===== src/rtl/alu_rr_arbiter.sv =====
// Round-robin arbiter sharing one combinational 4-bit ALU among NUM_REQ
// requesters, with a single registered, ID-tagged response slot.
module alu_rr_arbiter #(
  parameter int NUM_REQ = 4,
  parameter int ID_W    = 2
) (
  input  logic                   clk,
  input  logic                   rst,
  input  logic [NUM_REQ-1:0]     req_valid,
  input  logic [4*NUM_REQ-1:0]   req_A,
  input  logic [4*NUM_REQ-1:0]   req_B,
  input  logic [2*NUM_REQ-1:0]   req_opcode,
  output logic [NUM_REQ-1:0]     req_ready,
  output logic [3:0]             alu_A,
  output logic [3:0]             alu_B,
  output logic [1:0]             alu_opcode,
  input  logic [3:0]             alu_result,
  output logic                   rsp_valid,
  input  logic                   rsp_ready,
  output logic [ID_W-1:0]        rsp_id,
  output logic [3:0]             rsp_result,
  output logic                   rsp_zero
);

  logic [ID_W-1:0] r_ptr;
  logic            r_valid;
  logic [ID_W-1:0] r_id;
  logic [3:0]      r_result;
  logic            r_zero;

  logic [3:0]      w_a  [NUM_REQ];
  logic [3:0]      w_b  [NUM_REQ];
  logic [1:0]      w_op [NUM_REQ];

  logic            w_found;
  logic [ID_W-1:0] w_gnt;
  logic [ID_W-1:0] w_cand;
  logic            w_can;
  logic            w_accept;
  logic [ID_W-1:0] w_ptr_nxt;

  genvar gi;
  for (gi = 0; gi < NUM_REQ; gi++) begin : g_unpack
    assign w_a[gi]  = req_A[4*gi +: 4];
    assign w_b[gi]  = req_B[4*gi +: 4];
    assign w_op[gi] = req_opcode[2*gi +: 2];
  end

  // Search from r_ptr upward; with no winner w_gnt stays at r_ptr.
  always_comb begin
    w_found = 1'b0;
    w_gnt   = r_ptr;
    w_cand  = '0;
    for (int k = 0; k < NUM_REQ; k++) begin
      w_cand = ID_W'((int'(r_ptr) + k) % NUM_REQ);
      if (!w_found && req_valid[w_cand]) begin
        w_found = 1'b1;
        w_gnt   = w_cand;
      end
    end
  end

  assign w_can    = !r_valid || rsp_ready;
  assign w_accept = w_can && w_found;

  assign w_ptr_nxt = (w_gnt == ID_W'(NUM_REQ-1))
                   ? '0 : w_gnt + 1'b1;

  always_comb begin
    req_ready = '0;
    if (w_accept)
      req_ready[w_gnt] = 1'b1;
  end

  assign alu_A      = w_a[w_gnt];
  assign alu_B      = w_b[w_gnt];
  assign alu_opcode = w_op[w_gnt];

  always_ff @(posedge clk) begin
    if (rst) begin
      r_valid  <= 1'b0;
      r_id     <= '0;
      r_result <= '0;
      r_zero   <= 1'b0;
      r_ptr    <= '0;
    end else if (w_accept) begin
      r_valid  <= 1'b1;
      r_id     <= w_gnt;
      r_result <= alu_result;
      r_zero   <= (alu_result == 4'h0);
      r_ptr    <= w_ptr_nxt;
    end else if (rsp_ready) begin
      r_valid  <= 1'b0;
    end
  end

  assign rsp_valid  = r_valid;
  assign rsp_id     = r_id;
  assign rsp_result = r_result;
  assign rsp_zero   = r_zero;

endmodule


===== config.mk =====
export PLATFORM = sky130hd
export DESIGN_NAME = alu_rr_arbiter
export DESIGN_NICKNAME = d
export VERILOG_FILES = /design/src/rtl/alu_rr_arbiter.sv
export SDC_FILE = /design/constraint.sdc
export NUM_CORES = 1
export LEC_CHECK = 0
export CAP_MARGIN = 20
export CELL_PAD_IN_SITES_DETAIL_PLACEMENT = 0
export CELL_PAD_IN_SITES_GLOBAL_PLACEMENT = 1
export CORE_ASPECT_RATIO = 0.75
export CORE_MARGIN = 2
export CORE_UTILIZATION = 20
export DETAILED_ROUTE_END_ITERATION = 7
export PLACE_DENSITY = 0.88
export SKIP_CTS_REPAIR_TIMING = 1
export SYNTH_ARGS = -nofsm -noshare
export SYNTH_HDL_FRONTEND = slang
export SYNTH_SLANG_ARGS = --single-unit

===== constraint.sdc =====
create_clock -name clk -period 2.1 [get_ports clk]
set_clock_uncertainty 0.1 [all_clocks]
set_input_delay 0.315 -clock clk [delete_from_list [all_inputs] [get_ports clk]]
set_output_delay 0.315 -clock clk [all_outputs]
set_load 0.05 [all_outputs]

Figure 1. Cell sizes after repair (run 1).
Drawn at 6 px/um.
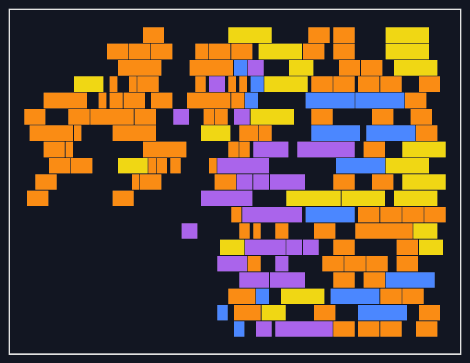
size	colour	cells
drive 6 and up	yellow	22
drive 1 or less	orange	98
drive 2	blue	15
drive 3 to 4	purple	22
setup ws final: -184 ps
post-route design area: 1940 um^2
area grow syn2layout: 156%
count of non-CTS buffers in the layout: 87

Figure 2. Signal wires on met2 (run 1).
Drawn at 4 px/um.
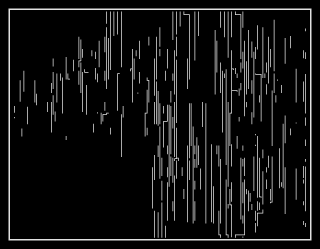
nets with wire on the layer	194
main direction	vertical
routing usage on met2: 21.9%
Via Count: 945

Figure 3. Close-up of the layout (run 1).
Window x 25 to 50, y 16 to 41 um. Cells in grey, sequential cells in the stronger grey; small squares are vias.
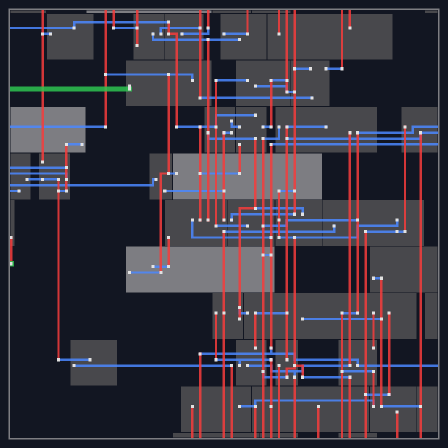
layer	colour
met1	blue
met2	red
met3	green
cells with their middle in the window	30
most frequent	buf_4 (6), a21oi_1 (4), dfxtp_4 (2)
netlist names of flops here include	`r_ptr` (2), `rsp_valid` (1)
sequential cells in the window	3

==> results.ini, run 1 <==
[timing]
rsz0062_at_grt=true
finalSetupViolCount=13
layout_setup_ws_ps=-184

[final_layout]
nNetsFinal=210
fin_cells=209

[floorplan]
dieHeight_um=57.2
placementRows=19

[placement]
dpl.hpwl_um=2280
gp_congestion=0.704

[synth]
ys_chip_area_um2=756
yosys.area.top_type=dfxtp_1
synth.top_cells.by_count=10 x dfxtp_1, 9 x nor2_1, 7 x mux4_2, 6 x a21oi_1, 5 x mux2i_1
ys.flops=10
ff_type=dfxtp_1

[clock_tree]
clock-sinks=10
cts.clk_slew.worst_paths_ps=40

[drt]
drt_first_iter_violations=24
drtPass1Iterations=4

[run]
openroad.warnings=28

[status]
status=finished, violations left
violations=setup timing

[critical_path]
critical_path_class=register to output pin

[global_routing]
grt_pass1_wl_um=4100

## run 1: layer usage
metal	track usage, %	vias up	share of wire, %
met1	13.1	444	37
li1	-	447	-
met4	2.30	0	0.38
met5	0	-	0
met2	21.9	51	50
met3	5.83	3	13
## run 1: flip-flops by register name, summed over array words and instances (netlist names)
signal      count
rsp_result      4
r_ptr           2
rsp_id          2
rsp_valid       1
rsp_zero        1
## run 1: cell families (layout without fill, tap and decap cells)
logic type / after synthesis / after routing / share of synthesized area (%)
flip-flops: 10 / 10 / 26.5
AND-OR/OR-AND: 13 / 14 / 14.1
buffers and inverters: 7 / 93 / 4.80
XOR/XNOR: 1 / 1 / 1.16
AND/OR/NAND/NOR: 24 / 24 / 15.6
multiplexers: 15 / 15 / 37.9
## run 1: layout by cell type, fill, tap and decap left out, types with 3 or more instances in the layout
cell,instances
mux2i_1,5
clkbuf_8,3
mux4_2,9
buf_12,13
buf_4,10
nand2_1,4
nand2b_1,3
nor2_1,5
buf_6,5
nor2_2,4
a21oi_1,5
clkdlybuf4s50_1,54
dfxtp_1,8
## run 1: final cells by class
class,count,area (um^2),share of cell area [%]
Timing Repair Buffer,87,992,51.3
Multi-Input combinational cell,54,616,31.8
Sequential cell,10,208,10.7
Tap cell,52,65.1,3.36
Clock buffer,3,41.3,2.13
Inverter,3,13.8,0.711
## run 1: how the worst min path moves through the flow
stage / end / slack [ps]
2_1_floorplan: rsp_result[0] / 360
3_3_place_gp: rsp_valid / 360
3_5_place_dp: rsp_valid / 360
4_1_cts: rsp_valid / 370
5_1_grt: rsp_valid / 380
6_report: rsp_id[1] / 370
## run 1: power by group
part / switching [W] / leakage (nW) / internal [W]
logic: 0.000464 / 0.684 / 0.000507
registers: 0.0000230 / 0.0840 / 0.000211
clock network: 0.0000668 / 0.0216 / 0.000125
total: 0.000554 / 0.789 / 0.000843
## run 1: critical path, cell delays in order, from the launching register on
cell,delay (ps)
dfxtp_4,370
inv_4,80
nor3b_4,50
o41ai_4,410
clkbuf_16,230
mux4_2,340
buf_12,170
## run 1: per-stage QoR
stage               TNS, ps  area, um^2  total power [W]  utilization [%]
finish                -1850        1940          0.00140             53.2
detailed placement    -9900        1740          0.00113             47.9
global route          -3060        1940          0.00146             53.2
global placement      -8830        1740          0.00112             47.9
floorplan             -33.2         773         0.000699                -
CTS                   -8590        1780          0.00132             49.0
## Run 2: what changed since run 1
--- a/config.mk
+++ b/config.mk
@@ -5,13 +5,14 @@
 export SDC_FILE = /design/constraint.sdc
 export NUM_CORES = 1
 export LEC_CHECK = 0
+export ABC_CLOCK_PERIOD_IN_PS = 2100
 export CAP_MARGIN = 20
 export CELL_PAD_IN_SITES_DETAIL_PLACEMENT = 0
 export CELL_PAD_IN_SITES_GLOBAL_PLACEMENT = 1
 export CORE_ASPECT_RATIO = 0.75
-export CORE_MARGIN = 2
 export CORE_UTILIZATION = 20
 export DETAILED_ROUTE_END_ITERATION = 7
+export GPL_TIMING_DRIVEN = 1
 export PLACE_DENSITY = 0.88
 export SKIP_CTS_REPAIR_TIMING = 1
 export SYNTH_ARGS = -nofsm -noshare
Figure 4. Signal wires on met2 (run 2).
Drawn at 4 px/um.
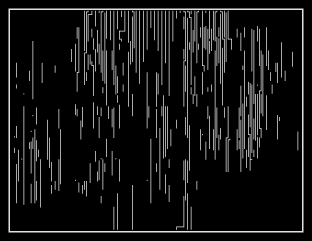
wire length on this layer	1,650 um
share of all routed wire	55%
main direction	vertical
final wirelength: 3020 um
Via Count: 950
routing usage on met2: 26.9%

==> results.ini, run 2 <==
[synth]
ff_type=dfxtp_1
yosys.area.top_type=dfxtp_1
ys.flops=10  ; unchanged

[clock_tree]
clock-sinks=10  ; unchanged
cts.clk_slew.worst_paths_ps=40  ; about the same

[timing]
layout_setup_ws_ps=-218  ; -34.1 ps
rsz0062_at_grt=true
finalSetupViolCount=14  ; +1
tns_ps=-2310  ; -462 ps

[final_layout]
layout_top_cells=54 x clkdlybuf4s50_1, 15 x buf_4, 13 x buf_12
final_util_pct=58.2  ; +5.0 points
final_common_cell=clkdlybuf4s50_1

[critical_path]
cp_cell_sequence=inv_4 > nor3b_4 > o41ai_4 > clkbuf_16 > buf_8 > mux4_2 > buf_12
slowest_delay_ps=380  ; -30 ps
critical_path_class=register to output pin
crit_family=buffers and inverters

[status]
status=finished, violations left
violations=setup timing

[placement]
placed_area_um2=1750  ; +0.72%

[floorplan]
dieHeight_um=55.2  ; -3.5%
placementRows=18  ; -1

[drt]
drtPass1Iterations=4  ; unchanged

[global_routing]
use_met3_pct=5.29  ; -0.54 points

[power_and_ir_drop]
seqPwrFrac_pct=15.3  ; -1.4 points
combinationalPowerShare_pct=69.0  ; -0.6 points

Figure 5. Close-up of the layout (run 2).
Window x 24 to 49, y 15 to 40 um. Cells in grey, sequential cells in the stronger grey; small squares are vias.
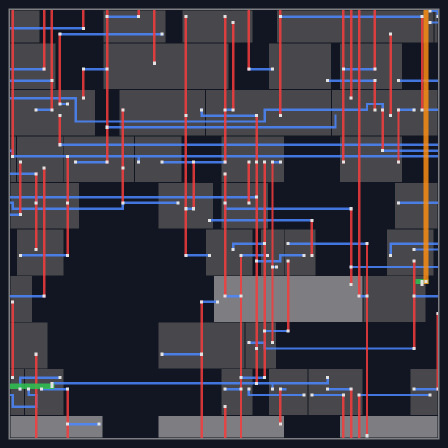
layer	colour
met3	green
met2	red
met4	orange
met1	blue
cells with their middle in the window	33
sequential cells in the window	1
most frequent	buf_4 (7), clkdlybuf4s50_1 (6)
netlist names of flops here include	`r_ptr` (1)

==> run 2: cell families after synthesis <==
logic type / synth area share [%]
AND/OR/NAND/NOR: 15.6
multiplexers: 37.9
AND-OR/OR-AND: 14.1
flip-flops: 26.5
buffers and inverters: 4.80
XOR/XNOR: 1.16
==> run 2: power by group through the flow <==
| stage | registers (W) | clock network, W | logic, W |
|---|---|---|---|
| finish | 0.000229 | 0.000235 | 0.00104 |
| global route | 0.000231 | 0.000259 | 0.00108 |
| CTS | 0.000222 | 0.000245 | 0.000908 |
| detailed placement | 0.000225 | 0 | 0.000906 |
| global placement | 0.000225 | 0 | 0.000897 |
| floorplan | 0.000263 | 0 | 0.000436 |
==> run 2: final cells by class <==
cell class              count  area (um^2)  area share [%]
flip-flops and latches     10          208            10.3
well taps                  50         62.6            3.12
multi-input cells          53          594            29.6
inverters                   3         13.8           0.686
repair buffers             94         1070            53.5
clock buffers               4         55.1            2.74
==> run 2: how the worst min path moves through the flow <==
stage               slack (ps)  cells after the start       endpoint
finish                     370                      2      rsp_id[0]
global route               390                      2      rsp_id[1]
CTS                        370                      2      rsp_id[1]
detailed placement         360                      2      rsp_id[1]
global placement           360                      2      rsp_valid
floorplan                  360                      2  rsp_result[0]
==> run 2: layer usage <==
metal,up-vias,share of wire (%)
li1,457,-
met2,34,55
met3,2,6.6
met5,-,0
met1,457,38
met4,0,0.80
==> run 2: per-stage QoR <==
stage	std cells	hold slack (ps)	setup WS (ps)	power, W
global placement	201	361	-656	0.00112
finish	214	371	-218	0.00150
CTS	205	372	-727	0.00138
floorplan	70	362	-6.65	0.000699
global route	214	391	-299	0.00157
detailed placement	201	365	-715	0.00113
==> run 2: worst min-delay path, cell delays in order (launching register included) <==
cell      delay [ps]
dfxtp_1          300
nand2b_1          60
a21oi_1           60
## Run 3: what changed since run 2
--- a/config.mk
+++ b/config.mk
@@ -10,6 +10,7 @@
 export CELL_PAD_IN_SITES_DETAIL_PLACEMENT = 0
 export CELL_PAD_IN_SITES_GLOBAL_PLACEMENT = 1
 export CORE_ASPECT_RATIO = 0.75
+export CORE_MARGIN = 2
 export CORE_UTILIZATION = 20
 export DETAILED_ROUTE_END_ITERATION = 7
 export GPL_TIMING_DRIVEN = 1
Figure 6. Where the registers sit (run 3).
Drawn at 4 px/um.
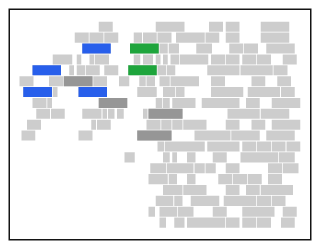
name in the netlist	colour	sequential cells
`rsp_id`	green	2
`rsp_result`	blue	4
not coloured	4
sequential cell power: 0.000234 W
Layout Utilization: 53.2%
Seq area share: 10.7%
FF+latch area: 208 um^2

==> results.ini, run 3 <==
[floorplan]
dieHeight_um=57.2  ; +3.6%
placementRows=19  ; +1

[status]
status=finished, violations left
violations=setup timing

[critical_path]
crit_family=buffers and inverters
cp_cell_sequence=inv_4 > nor3b_4 > o41ai_4 > clkbuf_16 > mux4_2 > buf_12
slowest_delay_ps=410  ; +30 ps

[synth]
ff_type=dfxtp_1
yosys.area.top_type=dfxtp_1

[drt]
vias=945  ; -0.53%
drtPass1Iterations=4  ; unchanged
wl_met3_um=374  ; +89%
drt-total-wl_um=2930  ; -2.9%
wl_met1_um=1080  ; -5.1%

[final_layout]
fin_cells=209  ; -2.3%
layout_top_cells=54 x clkdlybuf4s50_1, 13 x buf_12, 10 x buf_4
final_common_cell=clkdlybuf4s50_1

[worst_hold_path]
min_delay_worst_endpoint=rsp_id[1]

[clock_tree]
clock-sinks=10  ; unchanged

[timing]
finalSetupViolCount=13  ; -1
rsz0062_at_grt=true
layout_setup_ws_ps=-184  ; +34.1 ps

[placement]
dp_cells=201  ; unchanged

Figure 7. Close-up of the layout (run 3).
Window x 25 to 50, y 16 to 41 um. Cells in grey, sequential cells in the stronger grey; small squares are vias.
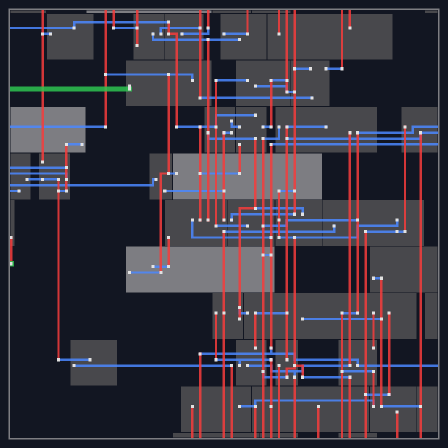

[run 3: cell counts after synthesis]
No cell type changed its count.
[run 3: cells by family (layout without fill, tap and decap cells)]
kind of cell / after synthesis / count (layout) / synth area share, %
buffers and inverters: 7 / 93 / 4.80
multiplexers: 15 / 15 / 37.9
AND-OR/OR-AND: 13 / 14 / 14.1
flip-flops: 10 / 10 / 26.5
AND/OR/NAND/NOR: 24 / 24 / 15.6
XOR/XNOR: 1 / 1 / 1.16
[run 3: tightest hold or removal path: stages, from the launching register on]
cell,delay [ps]
dfxtp_1,300
nand2b_1,60
a21oi_1,50
[run 3: worst max path at each step]
| stage | end | start |
|---|---|---|
| 5_1_grt | alu_B[1] | r_ptr[1] |
| 3_3_place_gp | alu_A[3] | req_valid[0] |
| 3_5_place_dp | alu_A[3] | req_valid[0] |
| 4_1_cts | alu_A[3] | req_valid[0] |
| 6_report | alu_opcode[0] | r_ptr[1] |
| 2_1_floorplan | alu_B[0] | req_valid[0] |
[run 3: power breakdown]
part | switching (W) | internal [W]
clock network | 0.0000668 | 0.000125
registers | 0.0000230 | 0.000211
logic | 0.000464 | 0.000507
[run 3: cell type report]
class	count	area, um^2	share of cell area, %
Timing Repair Buffer	87	992	51.3
Tap cell	52	65.1	3.36
Sequential cell	10	208	10.7
Clock buffer	3	41.3	2.13
Inverter	3	13.8	0.711
Multi-Input combinational cell	54	616	31.8
[run 3: stage by stage]
step | worst slack (ps) | setup TNS, ps | utilization (%) | power [W] | cell area [um^2]
final | -184 | -1850 | 53.2 | 0.00140 | 1940
after global placement | -661 | -8830 | 47.9 | 0.00112 | 1740
after floorplan | -6.65 | -33.2 | - | 0.000699 | 773
after detailed placement | -714 | -9900 | 47.9 | 0.00113 | 1740
after global routing | -263 | -3060 | 53.2 | 0.00146 | 1940
after CTS | -720 | -8590 | 49.0 | 0.00132 | 1780
[run 3: per-layer routing]
layer	up-vias	GRT usage, %
met5	-	0
met4	0	2.30
met3	3	5.83
met2	51	21.9
met1	444	13.1
li1	447	-
No activity file was given, so power comes from the tool's default toggle rates.
